**Run 1: gate-type map**

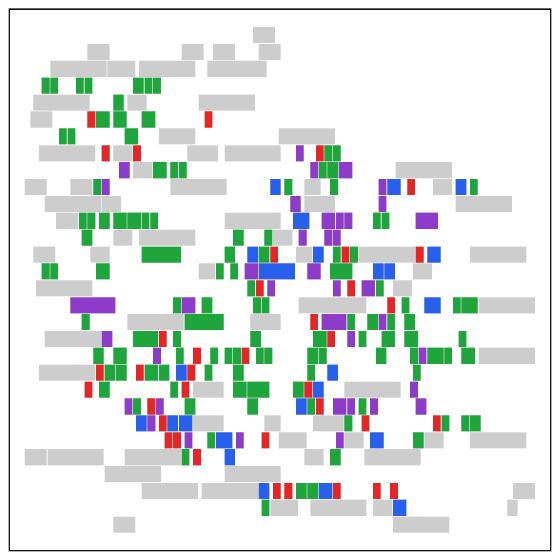
**Run 1: register map, names as in the netlist**

Bar = 20 microns.
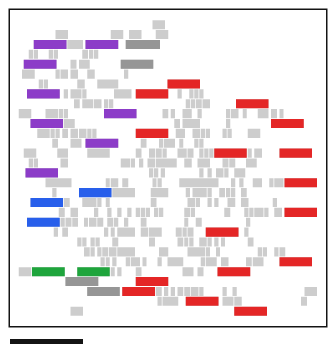
**Run 1: congestion heat map**

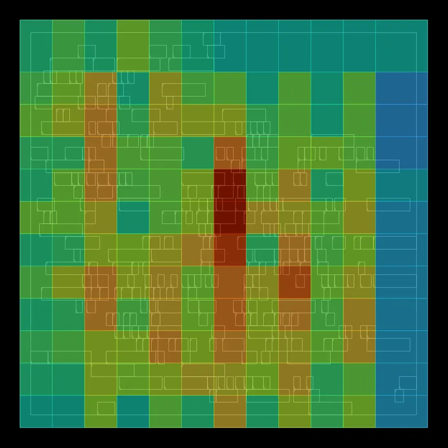
Design reset_request_filter, sky130hd; sources not shown.
==> job_summary.md, run 1 <==
## Implementation flow summary

| Metric | Value |
|---|---|
| Status | completed |
| Largest register FFs | 16 |
| Mapped Area | 2070 sq um |
| MI comb area | 1080 sq um |
| Clk root buf | clkbuf_8 |
| Total global routing overflow | 0 |
| First-pass GRT wire length | 8310 microns |
| Total negative slack | 0 ns |
| Placed cell area | 2290 sq um |
| R2R Setup Slk | 0.26 ns |
| Buf/Inv on CP | 1 |
| Slew Limit Headroom | 49.3% |
| Mapped Cells | 269 |
| Syn_nets | 276 |
| DP HPWL | 3610 microns |
| Worst vdd ir | 0.216 mV |
| Die Ht | 87.0 microns |
| GRT Total Usage | 14.3% |
| Clock transition at the registers of the reported paths | 0.07 ns |
| Clock sink total | 33 |
| Initial DRT Pass Iterations | 4 |
| Initial Utilization | 30.8% |
| Die Area | 7570 sq um |
| Fmax achieved | 0.489 GHz |
| Latency at later pin | 0.29 ns |
| Initial DRC Count | 88 |
| Final routed DRC violation total | 0 |
| GPL Wtd Cong | 0.779 |
| Max Cap Viol | 0 |
| Worst Hold Class | flip-flop to flip-flop |
| Final ANT Viol Nets | 0 |
| Yosys warnings | 0 |
| Yosys chip area | 2070 sq um |
| Vias per cell | 4.75 |
| Placed insts | 362 |
| Largest net degree at the start of global routing | 34 |
| Clock buffer depth | 2 |
| Syn-to-layout area delta | 17.3% |
| Syn avg cell area | 7.68 sq um |
| Via count | 1761 |
| Worst Path Max Fanout | 9 |
| Slowest cell delay on critical path | 0.42 ns |
| PD cells | 492 nW/um^2 |
| Time the worst path needs with I/O delays and setup | 2.04 ns |
| Critical path type | flip-flop to flip-flop |
| Final nets | 297 |
| Clock buffer count from CTS | 5 |
| Least-Margin Pin Slew | 0.760 ns |
| Cell count along the critical path | 12 |
| Die X | 87.0 microns |
| Post-synthesis sequential area ratio | 40.0% |
| Crit path DAT | 2.08 ns |
| Required time of the critical path | 2.34 ns |
| Crit path max-delay family | simple AND/OR/NAND/NOR gates |
| Design Power | 0.00119 W |
| H-tree depth | 2 |
| ANT cells | 0 |
| Number of buffers added on ports | 13 |
| Rows | 30 |
| Tool Warnings | 27 |
| Ys cells | 269 |
| Setup violators final | 0 |
| Io pins | 14 |
| Antenna violations before repair | 0 |
| Cell Type Count | 32 |
| Fillers | 700 |
| Ys flops | 33 |
## Picture notes: 'gate-type map'
legend:
  blue:
    family: inverting AOI/OAI gates
    cells: 24
    most_used: o22ai_1
  red:
    family: inverters
    cells: 37
    most_used: inv_1
  purple:
    family: NOR gates
    cells: 39
    most_used: nor2_1
  green:
    family: NAND gates
    cells: 115
    most_used: nand2_1
fin cells: 371
logic share of the area: 44.6%
most frequent logic cell in the layout: nand2_1

## Picture notes: 'register map, names as in the netlist'
legend:
  purple:
    name_in_the_netlist: `reset_count`
    sequential_cells: 8
  green:
    name_in_the_netlist: `req_pipe`
    sequential_cells: 2
  blue:
    name_in_the_netlist: `state`
    sequential_cells: 3
  red:
    name_in_the_netlist: `cnt`
    sequential_cells: 16
Finished Core Util: 36.1%
sequential cell power: 0.000586 W
sequential cell area share: 34.1%
Reg area: 827 sq um

## Picture notes: 'congestion heat map'
met1 GRT Util: 19.5%
met3 Use GR: 2.84%
met2 usage: 22.3%
drt wl/cell: 13.2 microns

==> run 1: through the flow <==
step	hold slack [ns]	setup WS (ns)
global placement	0.184	0.251
finish	0.203	0.256
CTS	0.206	0.170
detailed placement	0.188	0.194
global route	0.209	0.0482
floorplan	-0.216	0.440
==> run 1: power by group <==
part	switching [W]	internal [W]	leakage, nW
clock network	0.000232	0.000352	0.0574
logic	0.0000165	0.00000618	0.685
registers	0.00000294	0.000584	0.434
total	0.000251	0.000942	1.18
==> run 1: synth_stat cells, drive strengths merged <==
cell	count	area, sq um
nor3	5	30.0
dfstp	1	26.3
o21ai	9	45.0
dfrtp	32	801
xor2	11	104
xnor2	4	35.0
nand2	68	263
o22ai	6	37.5
inv	37	139
nand3	32	188
o211ai	2	15.0
buf	3	27.5
a21boi	1	7.51
nand4	12	75.1
ha	3	37.5
nor2	33	163
nand3b	3	26.3
a21oi	6	41.3
nor4	1	6.26
==> run 1: routing by layer <==
metal | routed length (microns) | global-route usage, % | up-vias
met5 | 0 | 0 | -
met4 | 82 | 5.54 | 0
met3 | 151 | 2.84 | 6
met2 | 2240 | 22.3 | 19
met1 | 2410 | 19.5 | 812
li1 | - | - | 924
==> run 1: final cells by class <==
class / instances / area share (%)
clock buffers: 6 / 3.41
clock inverters: 2 / 1.55
inverters: 37 / 5.73
multi-input cells: 196 / 44.6
flip-flops and latches: 33 / 34.1
well taps: 80 / 4.13
repair buffers: 17 / 6.50
==> run 1: cell usage in the layout, fill, tap and decap left out, types with 6 or more instances in the layout <==
cell type / instances
inv_1: 30
inv_2: 7
xor2_1: 10
nor2_1: 25
o22ai_1: 6
clkdlybuf4s50_1: 12
nor2_2: 6
dfrtp_1: 32
nand4_1: 12
clkbuf_8: 6
nand2_1: 65
nand3_1: 28
==> run 1: repair_timing <==
item                                    CTS  global route
resized                                   0             1
hold buffers                              1             0
buffers inserted                          0             0
hold endpoints to repair                 32             0
endpoints found under the setup margin    0             7
==> run 1: logic make-up after synthesis <==
kind of cell / Yosys count / synth area share [%]
simple gates: 154 / 36.3
buf+inv: 40 / 8.05
fa+ha+maj: 3 / 1.82
xor+xnor: 15 / 6.72
flops: 33 / 40.0
compound gates: 24 / 7.08
==> inputs of run 2 (changes only) <==
Settings changed: CTS_CLUSTER_DIAMETER set to 100.
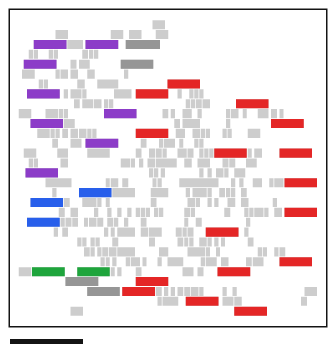
**Above:** run 2 (register map, names as in the netlist).
Bar = 20 microns.
legend:
  purple:
    name_in_the_netlist: `reset_count`
    sequential_cells: 8
  green:
    name_in_the_netlist: `req_pipe`
    sequential_cells: 2
  red:
    name_in_the_netlist: `cnt`
    sequential_cells: 16
  blue:
    name_in_the_netlist: `state`
    sequential_cells: 3

==> job_summary.md, run 2 <==
## Implementation flow summary

| Metric | Value |
|---|---|
| Critical Path End Type | flip-flop |
| Fmax achieved | 0.489 GHz |
| Mapped Area | 2070 sq um |
| Total negative slack | 0 ns |
| Buf/Inv on CP | 1 |
| Most common cell on crit path | nand2_1 |
| Rows | 30 |
| Die X | 87.0 microns |
| EDFF count, synth | 0 |
| Syn avg cell area | 7.68 sq um |
| Core ar. | 6720 sq um |
| Worst setup SP type | flip-flop |
| Clock buffer count from CTS | 5 |
| Number of buffers added on ports | 13 |
| Die Ht | 87.0 microns |
| Hold path depth | 0 |
| Crit path DAT | 2.08 ns |
| Tool Warnings | 27 |
| Crit path max-delay family | simple AND/OR/NAND/NOR gates |
| Ys flops | 33 |
| Worst Reg-to-Reg Cells | 12 |
| Unrepaired setup endpoints after global routing | no |
| Cycle use final | 88.9% |
| Clock sink total | 33 |
| R2R Setup Slk | 0.26 ns |
| FFs w/ async S/R, synth | 100% |
| Mapped Cells | 269 |
| ANT cells | 0 |
| Slowest cell delay on critical path | 0.42 ns |
| Leakage | 1.18 nW |
| Leading area contributor after synthesis | dfrtp_1 |
| Setup violators final | 0 |
| Slowest stage cell on the critical path | dfrtp_1 |
| Worst Path Max Fanout | 9 |
| Max Cap Viol | 0 |
| Initial DRT Pass Iterations | 4 |
| Most frequent logic cell in the layout | nand2_1 |
| DP HPWL | 3610 microns |
| PD cells | 492 nW/um^2 |
| Clock buffer depth | 2 |
| Antenna violations before repair | 0 |
| Worst Hold Margin | 0.203 ns |
| Status | completed |
| Die Area | 7570 sq um |
| Cell Type Count | 32 |
| Clock transition at the registers of the reported paths | 0.07 ns |
| Worst path cell trace | ha_1 > nand3_1 > inv_1 > nand2_1 > nand3_2 > nand2_1 > nand2_1 > nand2_2 > nor2_8 > nand3_4 > nand2_1 > nand2_1 |
| Vias per cell | 4.75 |
| Final Hold Viols | 0 |
| Final ANT Viol Nets | 0 |
| Cell count along the critical path | 12 |
| Worst Hold Class | flip-flop to flip-flop |
| Io pins | 14 |
| Most frequent cells after synthesis | nand2_1 (65), dfrtp_1 (32), inv_1 (30), nand3_1 (28), nor2_1 (25) |
| Final Max Slew Viols | 0 |
| Ys flop type | dfrtp_1 |
| Slew Limit Headroom | 49.3% |
| Top area cell types | dfrtp_1 (39%), nand2_1 (12%), nand3_1 (6.8%) |
| Layout cells sized above 1 | 13.4% |
| H-tree depth | 2 |
| Largest register FFs | 16 |
| Final nets | 297 |
| Ys cells | 269 |
| Top-count cell post-synth | nand2_1 |
| GPL Wtd Cong | 0.779 |
| First-pass GRT wire length | 8310 microns |
| Clk root buf | clkbuf_8 |
| Required time of the critical path | 2.34 ns |
| Initial Utilization | 30.8% |
| Drt wl/cell | 13.2 microns |
| Syn_nets | 276 |
| Yosys chip area | 2070 sq um |
| Top Layout Cells | nand2_1 (65), dfrtp_1 (32), inv_1 (30) |
| Yosys warnings | 0 |
| Vias in the first global route | 1669 |
| Post-synthesis sequential area ratio | 40.0% |
| Worst vdd ir | 0.216 mV |
| Syn-to-layout area delta | 17.3% |
| Final routed DRC violation total | 0 |
| Initial DRC Count | 88 |
| CTS tree | done |
| Total global routing overflow | 0 |
| Time the worst path needs with I/O delays and setup | 2.04 ns |
| Least-Margin Pin Slew | 0.760 ns |
| Largest net degree at the start of global routing | 34 |
| Top cell area share | 38.7% |
| Critical path type | flip-flop to flip-flop |
| Latency at later pin | 0.29 ns |
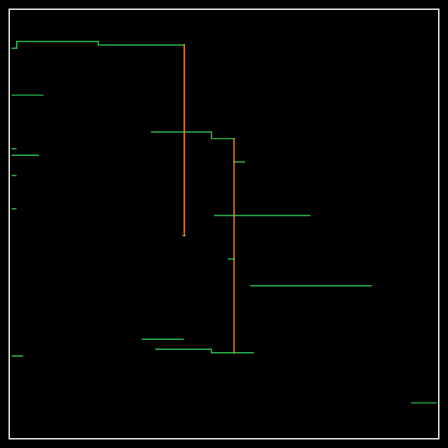
**Above:** run 2 (metal layers overlaid).
Two of the layers only.
legend:
  orange:
    layer: met4
    wire_length: 82.3 microns
  green:
    layer: met3
    wire_length: 152 microns
GRT Total Usage: 14.3%
final WL: 4890 microns
via count: 1761

[run 2: final cells by class]
cell class                 count  area, sq um
sequential                    33          827
timing repair buffer          17          158
fill                         700         4290
tap                           80          100
clock inverter                 2         37.5
multi-input combinational    196         1080
clock buffer                   6         82.6
inverter                      37          139
[run 2: stage by stage]
| stage | util (%) | instances | total power [W] | cell area [sq um] | setup slack (ns) |
|---|---|---|---|---|---|
| 2_1_floorplan | - | 269 | 0.000602 | 2070 | 0.440 |
| 3_3_place_gp | 34.0 | 362 | 0.000621 | 2290 | 0.251 |
| 3_5_place_dp | 34.0 | 362 | 0.000621 | 2290 | 0.194 |
| 4_1_cts | 36.0 | 371 | 0.00122 | 2420 | 0.170 |
| 5_1_grt | 36.1 | 371 | 0.00125 | 2420 | 0.0482 |
| 6_report | 36.1 | 371 | 0.00119 | 2420 | 0.256 |
[run 2: metal layers]
layer / global-route usage (%) / share of wire, % / vias up / routed length (microns)
met1: 19.5 / 49 / 812 / 2410
met5: 0 / 0 / - / 0
met4: 5.54 / 1.7 / 0 / 82
li1: - / - / 924 / -
met3: 2.84 / 3.1 / 6 / 151
met2: 22.3 / 46 / 19 / 2240
[run 2: power breakdown]
group / internal [W] / switching [W] / total [W] / leakage, nW
combinational: 0.00000618 / 0.0000165 / 0.0000227 / 0.685
clock: 0.000352 / 0.000232 / 0.000584 / 0.0574
sequential: 0.000584 / 0.00000294 / 0.000586 / 0.434
[run 2: repair_timing]
action / CTS / global route
gates resized: 0 / 1
hold buffers: 1 / 0
endpoints found under the hold margin: 32 / 0
endpoints found under the setup margin: 0 / 7
buffers inserted: 0 / 0
[run 2: cell families (layout without fill, tap and decap cells)]
kind of cell	Yosys count	after routing	synth area share (%)
adders and majority gates	3	3	1.82
DFF	33	33	40.0
buffers and inverters	40	62	8.05
AOI/OAI and AO/OA	24	24	7.08
xor gates and xnor gates	15	15	6.72
and+or+nand+nor	154	154	36.3
Power figures rest on the tool's default switching activity, not on a simulated workload.
